==> src/rtl/pong_pkg.sv <==
// Shared constants and state types for the UART packet transmit path.
package pong_pkg;

  localparam int   MAX_PAYLD_PKT_BITS = 56;
  localparam int   HDR_MODE_BIT       = 7;
  localparam int   HDR_LEN_LSB        = 0;
  localparam int   HDR_LEN_MSB        = 2;
  localparam logic UART_IDLE_LVL      = 1'b1;

  typedef enum logic [2:0] {
    TX_IDLE,
    TX_START,
    TX_DATA,
    TX_STOP,
    TX_DONE
  } tx_state_t;

  typedef enum logic [1:0] {
    PKT_IDLE,
    PKT_SEND,
    PKT_DONE
  } pkt_state_t;

endpackage

==> src/rtl/uart_pkt_tx_if.sv <==
// Request/status bundle between the packet source and the UART packet transmitter.
interface uart_pkt_tx_if #(
  parameter int MAX_PAYLD_PKT_BITS = 56,
  parameter int SETUP_BITS         = 31
);
  logic [SETUP_BITS-1:0]         i_setup;
  logic                          i_valid;
  logic                          o_ready;
  logic                          i_is_prog_mode;
  logic [2:0]                    i_len_bytes;
  logic [MAX_PAYLD_PKT_BITS-1:0] i_payload;
  logic                          o_busy;
  logic                          o_done;
  logic                          o_uart_tx;

  modport master (
    output i_setup, i_valid, i_is_prog_mode, i_len_bytes, i_payload,
    input  o_ready, o_busy, o_done, o_uart_tx
  );

  modport slave (
    input  i_setup, i_valid, i_is_prog_mode, i_len_bytes, i_payload,
    output o_ready, o_busy, o_done, o_uart_tx
  );
endinterface

==> src/rtl/uart_tx_byte.sv <==
// 8N1 single-byte serializer; a start request during the last stop-bit clock
// chains the next frame with no idle gap.
module uart_tx_byte
  import pong_pkg::*;
#(
  parameter int SETUP_BITS = 31
) (
  input  logic                  i_clk,
  input  logic                  n_btn_rst,
  input  logic                  i_start,
  input  logic [7:0]            i_byte,
  input  logic [SETUP_BITS-1:0] i_div,
  output logic                  o_tx,
  output logic                  o_byte_done
);

  tx_state_t             state_q, state_d;
  logic [SETUP_BITS-1:0] cnt_q, cnt_d;
  logic [SETUP_BITS-1:0] div_q, div_d;
  logic [2:0]            bit_q, bit_d;
  logic [7:0]            sh_q, sh_d;
  logic                  tx_q, tx_d;
  logic                  last;
  logic                  load;

  assign last        = (cnt_q == div_q - SETUP_BITS'(1));
  assign o_byte_done = (state_q == TX_STOP) && last;
  assign load        = i_start && ((state_q == TX_IDLE) || o_byte_done);
  assign o_tx        = tx_q;

  always_comb begin
    state_d = state_q;
    cnt_d   = last ? '0 : cnt_q + SETUP_BITS'(1);
    div_d   = div_q;
    bit_d   = bit_q;
    sh_d    = sh_q;
    tx_d    = tx_q;
    case (state_q)
      TX_START: begin
        if (last) begin
          state_d = TX_DATA;
          bit_d   = '0;
          tx_d    = sh_q[0];
        end
      end
      TX_DATA: begin
        if (last) begin
          if (bit_q == 3'd7) begin
            state_d = TX_STOP;
            tx_d    = UART_IDLE_LVL;
          end else begin
            bit_d = bit_q + 3'd1;
            sh_d  = sh_q >> 1;
            tx_d  = sh_q[1];
          end
        end
      end
      TX_STOP: begin
        if (last) state_d = TX_IDLE;
      end
      default: begin
        state_d = TX_IDLE;
        cnt_d   = '0;
        tx_d    = UART_IDLE_LVL;
      end
    endcase
    // A new byte overrides whatever the phase logic above decided.
    if (load) begin
      state_d = TX_START;
      cnt_d   = '0;
      div_d   = i_div;
      bit_d   = '0;
      sh_d    = i_byte;
      tx_d    = 1'b0;
    end
  end

  always_ff @(posedge i_clk or negedge n_btn_rst) begin
    if (!n_btn_rst) begin
      state_q <= TX_IDLE;
      cnt_q   <= '0;
      div_q   <= '0;
      bit_q   <= '0;
      sh_q    <= '0;
      tx_q    <= UART_IDLE_LVL;
    end else begin
      state_q <= state_d;
      cnt_q   <= cnt_d;
      div_q   <= div_d;
      bit_q   <= bit_d;
      sh_q    <= sh_d;
      tx_q    <= tx_d;
    end
  end

endmodule

==> src/rtl/uart_pkt_tx.sv <==
// Packet sequencer: sends a header byte then up to MAXB payload bytes as
// back-to-back 8N1 frames through uart_tx_byte.
module uart_pkt_tx #(
  parameter int MAX_PAYLD_PKT_BITS = pong_pkg::MAX_PAYLD_PKT_BITS,
  parameter int SETUP_BITS         = 31
) (
  input  logic         i_clk,
  input  logic         n_btn_rst,
  uart_pkt_tx_if.slave bus
);
  import pong_pkg::*;

  localparam int MAXB = MAX_PAYLD_PKT_BITS / 8;

  function automatic logic [SETUP_BITS-1:0] clamp_div(input logic [SETUP_BITS-1:0] s);
    return (s < SETUP_BITS'(2)) ? SETUP_BITS'(2) : s;
  endfunction

  function automatic logic [2:0] clamp_len(input logic [2:0] l);
    return (int'(l) > MAXB) ? 3'(MAXB) : l;
  endfunction

  function automatic logic [7:0] make_hdr(input logic prog, input logic [2:0] len);
    logic [7:0] h;
    h = '0;
    h[HDR_MODE_BIT]            = prog;
    h[HDR_LEN_MSB:HDR_LEN_LSB] = len;
    return h;
  endfunction

  pkt_state_t                    state_q, state_d;
  logic [2:0]                    len_q, len_d;
  logic [2:0]                    idx_q, idx_d;
  logic [MAX_PAYLD_PKT_BITS-1:0] pay_q, pay_d;
  logic [SETUP_BITS-1:0]         div_q, div_d;
  logic                          accept;
  logic                          byte_start;
  logic [7:0]                    byte_sel;
  logic [SETUP_BITS-1:0]         div_sel;
  logic                          byte_done;
  logic                          tx_line;

  assign accept = ((state_q == PKT_IDLE) || (state_q == PKT_DONE)) && bus.i_valid;

  always_comb begin
    state_d    = state_q;
    len_d      = len_q;
    idx_d      = idx_q;
    pay_d      = pay_q;
    div_d      = div_q;
    byte_start = 1'b0;
    byte_sel   = pay_q[MAX_PAYLD_PKT_BITS-1 -: 8];
    div_sel    = div_q;
    case (state_q)
      PKT_SEND: begin
        if (byte_done) begin
          // idx counts payload bytes already started; compare before increment.
          if (idx_q == len_q) begin
            state_d = PKT_DONE;
          end else begin
            byte_start = 1'b1;
            idx_d      = idx_q + 3'd1;
            pay_d      = pay_q << 8;
          end
        end
      end
      default: begin
        state_d = PKT_IDLE;
        if (accept) begin
          state_d    = PKT_SEND;
          len_d      = clamp_len(bus.i_len_bytes);
          idx_d      = '0;
          pay_d      = bus.i_payload;
          div_d      = clamp_div(bus.i_setup);
          byte_start = 1'b1;
          byte_sel   = make_hdr(bus.i_is_prog_mode, clamp_len(bus.i_len_bytes));
          div_sel    = clamp_div(bus.i_setup);
        end
      end
    endcase
  end

  always_ff @(posedge i_clk or negedge n_btn_rst) begin
    if (!n_btn_rst) begin
      state_q <= PKT_IDLE;
      len_q   <= '0;
      idx_q   <= '0;
      pay_q   <= '0;
      div_q   <= '0;
    end else begin
      state_q <= state_d;
      len_q   <= len_d;
      idx_q   <= idx_d;
      pay_q   <= pay_d;
      div_q   <= div_d;
    end
  end

  uart_tx_byte #(
    .SETUP_BITS(SETUP_BITS)
  ) u_byte (
    .i_clk      (i_clk),
    .n_btn_rst  (n_btn_rst),
    .i_start    (byte_start),
    .i_byte     (byte_sel),
    .i_div      (div_sel),
    .o_tx       (tx_line),
    .o_byte_done(byte_done)
  );

  assign bus.o_ready   = (state_q == PKT_IDLE) || (state_q == PKT_DONE);
  assign bus.o_busy    = (state_q == PKT_SEND);
  assign bus.o_done    = (state_q == PKT_DONE);
  assign bus.o_uart_tx = tx_line;

endmodule

==> src/flat_wrapper.sv <==
// flat-port wrapper written by rule: the top's interface ports become plain ports
module uart_pkt_tx_flat import pong_pkg::*;
#(
  parameter int MAX_PAYLD_PKT_BITS = pong_pkg::MAX_PAYLD_PKT_BITS,
  parameter int SETUP_BITS         = 31
)
  (i_clk, n_btn_rst, bus_i_setup, bus_i_valid, bus_i_is_prog_mode, bus_i_len_bytes, bus_i_payload, bus_o_ready, bus_o_busy, bus_o_done, bus_o_uart_tx);
  uart_pkt_tx_if #(.MAX_PAYLD_PKT_BITS(MAX_PAYLD_PKT_BITS), .SETUP_BITS(SETUP_BITS)) bus_i ();
  input  logic i_clk;
  input  logic n_btn_rst;
  input wire logic [$bits(bus_i.i_setup)-1:0] bus_i_setup;
  input wire logic [$bits(bus_i.i_valid)-1:0] bus_i_valid;
  input wire logic [$bits(bus_i.i_is_prog_mode)-1:0] bus_i_is_prog_mode;
  input wire logic [$bits(bus_i.i_len_bytes)-1:0] bus_i_len_bytes;
  input wire logic [$bits(bus_i.i_payload)-1:0] bus_i_payload;
  output wire logic [$bits(bus_i.o_ready)-1:0] bus_o_ready;
  output wire logic [$bits(bus_i.o_busy)-1:0] bus_o_busy;
  output wire logic [$bits(bus_i.o_done)-1:0] bus_o_done;
  output wire logic [$bits(bus_i.o_uart_tx)-1:0] bus_o_uart_tx;
  assign bus_i.i_setup = bus_i_setup;
  assign bus_i.i_valid = bus_i_valid;
  assign bus_i.i_is_prog_mode = bus_i_is_prog_mode;
  assign bus_i.i_len_bytes = bus_i_len_bytes;
  assign bus_i.i_payload = bus_i_payload;
  assign bus_o_ready = bus_i.o_ready;
  assign bus_o_busy = bus_i.o_busy;
  assign bus_o_done = bus_i.o_done;
  assign bus_o_uart_tx = bus_i.o_uart_tx;
  uart_pkt_tx #(.MAX_PAYLD_PKT_BITS(MAX_PAYLD_PKT_BITS), .SETUP_BITS(SETUP_BITS)) u_core (.i_clk(i_clk), .n_btn_rst(n_btn_rst), .bus(bus_i));
endmodule
==> config.mk <==
export PLATFORM = sky130hd
export DESIGN_NAME = uart_pkt_tx_flat
export DESIGN_NICKNAME = d
export VERILOG_FILES = /design/src/rtl/pong_pkg.sv /design/src/rtl/uart_pkt_tx_if.sv /design/src/rtl/uart_tx_byte.sv /design/src/rtl/uart_pkt_tx.sv /design/src/flat_wrapper.sv
export SDC_FILE = /design/constraint.sdc
export NUM_CORES = 1
export LEC_CHECK = 0
export CAP_MARGIN = 20
export CORE_MARGIN = 2
export CORE_UTILIZATION = 50
export CTS_CLUSTER_SIZE = 24
export DETAILED_ROUTE_END_ITERATION = 16
export MAX_ROUTING_LAYER = met4
export PLACE_DENSITY_LB_ADDON = 0.3
export SLEW_MARGIN = 20
export SYNTH_ARGS = -nofsm -noshare
export SYNTH_HDL_FRONTEND = slang
export SYNTH_SLANG_ARGS = --single-unit
==> constraint.sdc <==
create_clock -name i_clk -period 9.26 [get_ports i_clk]
set_input_delay 1.852 -clock i_clk [delete_from_list [all_inputs] [get_ports i_clk]]
set_output_delay 1.852 -clock i_clk [all_outputs]
set_load 0.02 [all_outputs]
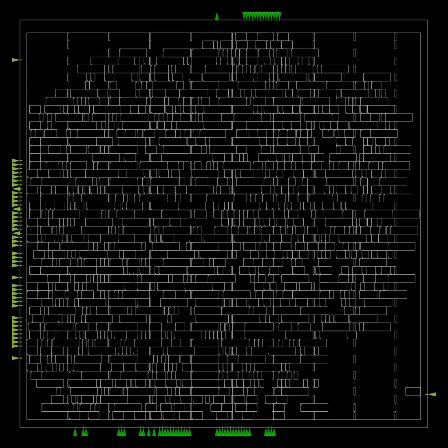
**Above:** run 1 (cell placement).
fin cells: 1257
Tap Cells: 225
sequential cell area share: 0.403
num rows: 48

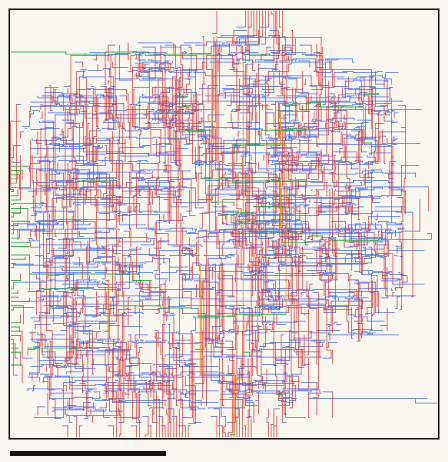
**Above:** run 1 (wiring by layer).
Bar = 50 um.
| colour | layer | wire length |
|---|---|---|
| orange | met4 | 344 um |
| red | met2 | 9820 um |
| blue | met1 | 9210 um |
| green | met3 | 786 um |

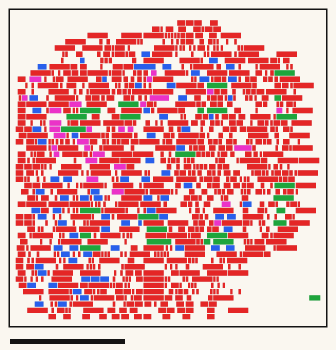
**Above:** run 1 (sizing map).
Bar = 50 um.
| colour | size | cells | share | most used |
|---|---|---|---|---|
| red | drive 1 or less | 903 | 88% | nand2_1 |
| magenta | drive 3 to 4 | 28 | 2.7% | mux2_4 |
| blue | drive 2 | 75 | 7.3% | mux2_2 |
| green | drive 6 and up | 26 | 2.5% | clkbuf_16 |

-- run 1: kinds of logic after synthesis --
group	Yosys count	share of synthesized area
compound gates	70	0.0524
xor+xnor	75	0.0736
fa+ha+maj	9	0.0126
buf+inv	62	0.0315
flops	171	0.480
mux	92	0.118
simple gates	463	0.232
-- run 1: report_power, final --
part / switching, uW / internal [uW] / total (uW)
clock network: 314 / 412 / 726
registers: 3.56 / 756 / 760
logic: 31.7 / 41.4 / 73.1
total: 349 / 1210 / 1560
-- run 1: worst max-delay path, cell delays in order, from the launching register on --
cell	delay [ps]
dfrtp_1	460
nor4_1	560
nand4_1	350
or4_1	590
a21o_1	200
a211oi_2	390
nor4b_4	390
a31o_2	510
buf_4	470
mux2_2	390
-- run 1: cell usage after synthesis, drive strengths merged (2+ instances only) --
master / number / area share
nand2: 276 / 0.12
ha: 9 / 0.013
nor4b: 3 / 0.0046
or3b: 2 / 0.0020
inv: 14 / 0.0059
a22o: 8 / 0.0079
buf: 19 / 0.013
nor2b: 7 / 0.0049
dfrtp: 170 / 0.48
or3: 9 / 0.0063
nand2b: 6 / 0.0042
and4: 2 / 0.0020
mux2i: 16 / 0.018
xnor2: 37 / 0.036
nand3: 33 / 0.019
o22ai: 2 / 0.0014
and3: 10 / 0.0070
nor3b: 2 / 0.0017
nor3: 18 / 0.010
nor4: 15 / 0.012
or4: 6 / 0.0055
a31oi: 7 / 0.0049
o21ai: 22 / 0.012
a21oi: 10 / 0.0056
and2: 4 / 0.0028
or2: 4 / 0.0028
nor2: 55 / 0.023
a21o: 2 / 0.0017
clkbuf: 28 / 0.012
o31a: 3 / 0.0029
nand4: 10 / 0.0070
a211oi: 2 / 0.0022
xor2: 38 / 0.037
mux2: 76 / 0.10
-- run 1: state kept, by name, indices dropped and copies added, names as in the netlist, 2 cells and up --
name / count
u_core.u_byte.div_q: 31
u_core.u_byte.cnt_q: 31
u_core.u_byte.state_q: 2
u_core.u_byte.sh_q: 8
u_core.pay_q: 56
u_core.state_q: 2
u_core.len_q: 3
u_core.u_byte.bit_q: 3
u_core.idx_q: 3
u_core.div_q: 31
-- run 1: stage by stage --
step | cells | area, sq um | utilization
final | 1257 | 10600 | 0.612
after global routing | 1257 | 10600 | 0.612
after CTS | 1257 | 10600 | 0.612
after detailed placement | 1225 | 10000 | 0.577
after global placement | 1225 | 10000 | 0.577
after floorplan | 942 | 8920 | -
-- run 1: layout make-up --
| cell class | instances | area [sq um] |
|---|---|---|
| fillers | 1469 | 6730 |
| multi-input cells | 709 | 4370 |
| flip-flops and latches | 171 | 4280 |
| repair buffers | 105 | 1030 |
| clock buffers | 19 | 443 |
| well taps | 225 | 282 |
| clock inverters | 13 | 160 |
| inverters | 15 | 56.3 |
-- run 1: per-layer routing --
layer | wire length [um] | GRT usage
met1 | 9210 | 0.317
met2 | 9820 | 0.379
met3 | 786 | 0.0427
met4 | 344 | 0.0613
met5 | 0 | -
==> results.cfg, run 1 <==
; flow metrics
[run_status]
status = finished, final reports clean

[global_route]
grt_max_degree = 112
grt_pass1_wl_um = 34100
grt_pass1_vias = 6814

[synthesis]
syn-cell-area_sq_mm = 0.00892
edf_count = 0
ys_ff = 171
async_reset_ff_frac = 1.00
synth_area_per_cell_sq_um = 9.47
synth_cells = 942
synth_cell_types = 61
yosysWarnings = 0
fp_nets = 1045
ys_seq_frac = 0.480
yosys-stat-cells = 942

[placement]
io_buffer_count = 97
hpwl_um = 14000
gp_congestion = 0.923

[worst_setup_path]
crit_fanout = 35
rr_endpoint = u_core.u_byte.div_q[4]
crit_required_ps = 9570
endpoint = u_core.u_byte.div_q[4]
arrival_ps = 4750
reg2reg_slack_ps = 4820

[die]
die_width_um = 138
io_pins = 98
chipHeight_um = 138
fp_util = 0.514

[drt]
vias = 6812
drc = 0
wl_um = 20200
antenna_left = 0
drtIter0Drc = 370
drt_first_pass_iters = 5

[timing]
skew_ps = 13.0
rsz0062_at_grt = false
fin_tns_setup_ps = 0
fin_crit_ps = 4440
fin_crit_sh = 0.479
finalHoldViolCount = 0
setup_ws_ps = 4820
worstMarginPinSlew_ps = 878
holdWs_ps = 471

[cts]
root_buffer = clkbuf_16
numCtsBuffers = 17
cts_tree = done
insertion_delay_ps = 440
cts_max_level = 4
clock_path_buffers = 2
cts_setup_buffers = 0
clkTransAtPathRegs_ps = 60
cts_hold_buf = 0
cts.sink_count = 171

[min_path]
hold_end = u_core.div_q[21]
hold_path_class = flip-flop to flip-flop
min_path_cells = 2

[pwr]
p_leak_uw = 0.00482
peakVddDrop_mv = 0.120

[finish]
drive_above_1_share = 0.125
lay_top_count = nand2_1
nets = 1122
diodes = 0

[run]
warnings = 31
**Run 1: metal 4**

Supply wires on this layer in grey.
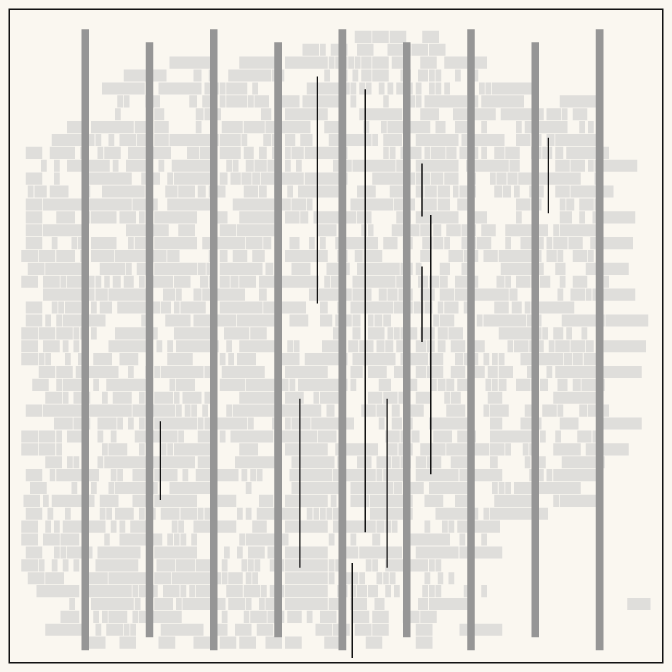

## Run 2: what changed since run 1
- clock period: 9.26 -> 4.3 ns (I/O delays scaled with it)
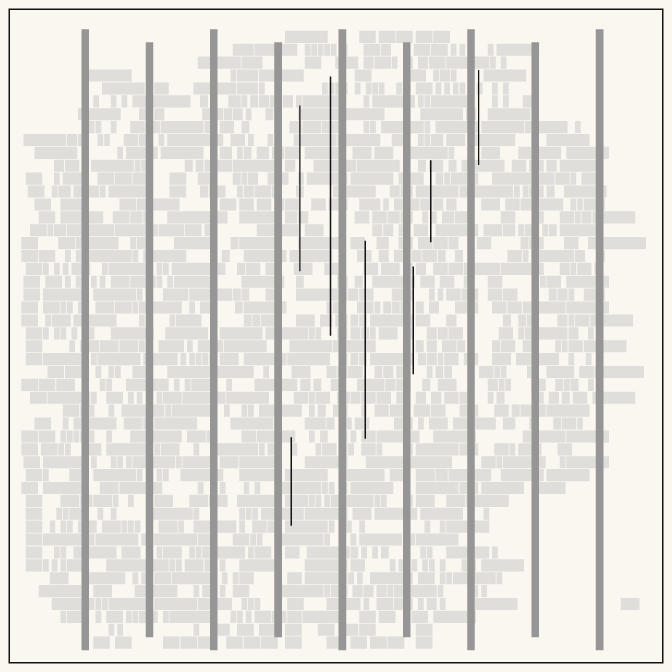
**Above:** run 2 (metal 4).
Supply wires on this layer in grey.
nets with wire on the layer: 5
wire length on this layer: 208 um
main direction: vertical

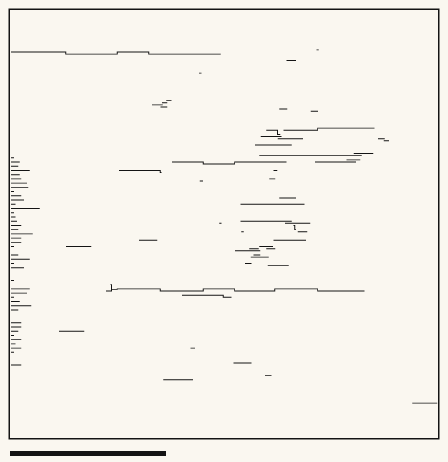
**Above:** run 2 (signal wires on met3).
Bar = 50 um.
share of all routed wire: 3.1%
wire length on this layer: 629 um
main direction: horizontal
longest straight run: 32.7 um
nets with wire on the layer: 84

==> run 2 against run 1 <==
Effect of this change: sequential share of layout area is 0.14 points lower; worst setup slack worse by 4400 ps; power rose by 110%; sequential power grew 120%; register-to-register slack worse by 4400 ps; non-clock buffer count grew 2; flip-flop count did not move; via count is 0.19% higher; hold slack worse by 50 ps; synthesized area did not move; global-route usage up 0.14 points; clock-buffer cell count did not move.
==> results.cfg, run 2 <==
; flow metrics
[run_status]
status = finished, final reports clean

[finish]
nets = 1124
lay_top_count = nand2_1
drive_above_1_share = 0.128
design_area_sq_mm = 0.0107
top_register = u_core.pay_q
largest_reg_flops = 56
diodes = 0
syn_to_final_growth_pct = 19.5

[cts]
insertion_delay_ps = 440
cts_tree = done
cts_setup_buffers = 0
cts.sink_count = 171
clock_path_buffers = 2
numCtsBuffers = 17
cts_max_level = 4
clkTransAtPathRegs_ps = 70
cts_hold_buf = 0
root_buffer = clkbuf_16

[timing]
report.final.slew_viol_count = 0
maxSlewHeadroom = 0.471
fin_crit_ps = 3890
skew_ps = 16.3
fin_crit_sh = 0.906
finalHoldViolCount = 0
fin_tns_setup_ps = 0
worstMarginPinSlew_ps = 793
rsz0062_at_grt = false

[min_path]
hold_path_class = input port to asynchronous set/reset pin

[synthesis]
yosys-top-cells-area = dfrtp_1 48%, nand2_1 12%, mux2_2 8.2%
syn-cell-area_sq_mm = 0.00892
synth.most_common_cell = nand2_1
ys_ff = 171
edf_count = 0
ys_seq_frac = 0.480
synth_area_per_cell_sq_um = 9.47
yosys.area.top_type = dfrtp_1
top_cells_by_count = 276 x nand2_1, 170 x dfrtp_1, 65 x mux2_2
netlist.area_leader.share = 0.477
synth_cells = 942
fp_nets = 1045
synth_cell_types = 61
async_reset_ff_frac = 1.00
yosys-stat-cells = 942
yosysWarnings = 0

[placement]
gp_congestion = 0.950
postPlaceCellArea_sq_mm = 0.0101
hpwl_um = 14300
io_buffer_count = 97

[die]
chipHeight_um = 138
die_width_um = 138
core-area_sq_mm = 0.0174
rows = 48
io_pins = 98
fp_util = 0.514

[worst_setup_path]
endpoint = u_core.u_byte.div_q[11]
rr_endpoint = u_core.u_byte.div_q[11]
rr_worst_depth = 9
crit_required_ps = 4610
crit_fanout = 33
reg2reg_slack_ps = 410
arrival_ps = 4200
r2r-start = u_core.u_byte.div_q[3]

[global_route]
antenna_found_initial = 0
grt_overflow = 0
grt_pass1_vias = 6878
grtUsageTotal = 0.239
grt_max_degree = 75
grt_pass1_wl_um = 34200

[drt]
drtIter0Drc = 469
drt_first_pass_iters = 5
drc = 0
vias = 6825
wl_um = 20200
antenna_left = 0

[pwr]
switchingPower_uw = 776
power_frac_seq = 0.491
comb_power_share = 0.048
swShare = 0.233
clkPwrFrac = 0.461
peakVddDrop_mv = 0.295
p_leak_uw = 0.00483
intPower_uw = 2560

[run]
warnings = 29
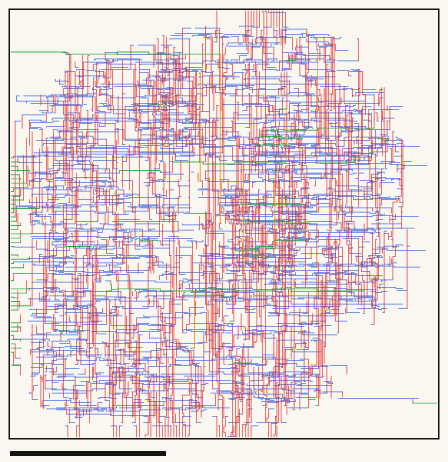
**Above:** run 2 (wiring by layer).
Bar = 50 um.
| colour | layer | wire length |
|---|---|---|
| orange | met4 | 208 um |
| red | met2 | 9920 um |
| blue | met1 | 9440 um |
| green | met3 | 629 um |

-- run 2: metrics by stage --
step	worst slack, ps	utilization	hold WS (ps)	instances	total power (uW)
global route	85.2	0.615	468	1259	3450
finish	405	0.615	421	1259	3340
CTS	334	0.614	439	1259	3370
global placement	541	0.580	458	1227	1830
floorplan	865	-	436	942	1690
detailed placement	383	0.580	458	1227	1830
-- run 2: worst max-delay path, stage by stage, from the launching register on --
cell	delay, ps
dfrtp_1	450
nor3_1	480
nand3_1	370
or4_1	590
a21o_1	200
a211oi_2	330
nor4b_4	370
a31o_2	360
buf_12	240
mux2_2	370
-- run 2: worst min-delay path by stage --
stage	start	end	slack, ps	depth (start not counted)
after floorplan	u_core.div_q[10]	u_core.div_q[10]	440	2
after global placement	u_core.div_q[24]	u_core.div_q[24]	460	2
after detailed placement	u_core.div_q[24]	u_core.div_q[24]	460	2
after CTS	n_btn_rst	u_core.div_q[8]	440	1
after global routing	n_btn_rst	u_core.div_q[8]	470	1
final	n_btn_rst	u_core.div_q[8]	420	1
-- run 2: metal layers --
metal  GRT usage  part of all wire
met1       0.321              0.47
met2       0.383              0.49
met3      0.0405             0.031
met4      0.0578             0.010
met5           -                 0
-- run 2: final cells by class --
| class | instances | area, sq um |
|---|---|---|
| clock buffer | 19 | 443 |
| clock inverter | 13 | 154 |
| fill | 1442 | 6690 |
| inverter | 15 | 56.3 |
| multi-input combinational | 709 | 4380 |
| sequential | 171 | 4280 |
| tap | 225 | 282 |
| timing repair buffer | 107 | 1070 |
-- run 2: cells by family after synthesis --
family | synth area share
AND/OR/NAND/NOR | 0.232
flip-flops | 0.480
multiplexers | 0.118
XOR/XNOR | 0.0736
AND-OR/OR-AND | 0.0524
buffers and inverters | 0.0315
adder cells (fa/ha/maj) | 0.0126
-- run 2: power groups by stage --
stage / logic (uW) / registers [uW] / clock network [uW]
after detailed placement: 162 / 1670 / 0
final: 160 / 1640 / 1540
after global placement: 161 / 1670 / 0
after floorplan: 25.8 / 1660 / 0
after CTS: 163 / 1640 / 1570
after global routing: 177 / 1640 / 1640
Power and IR drop assume default switching activity.
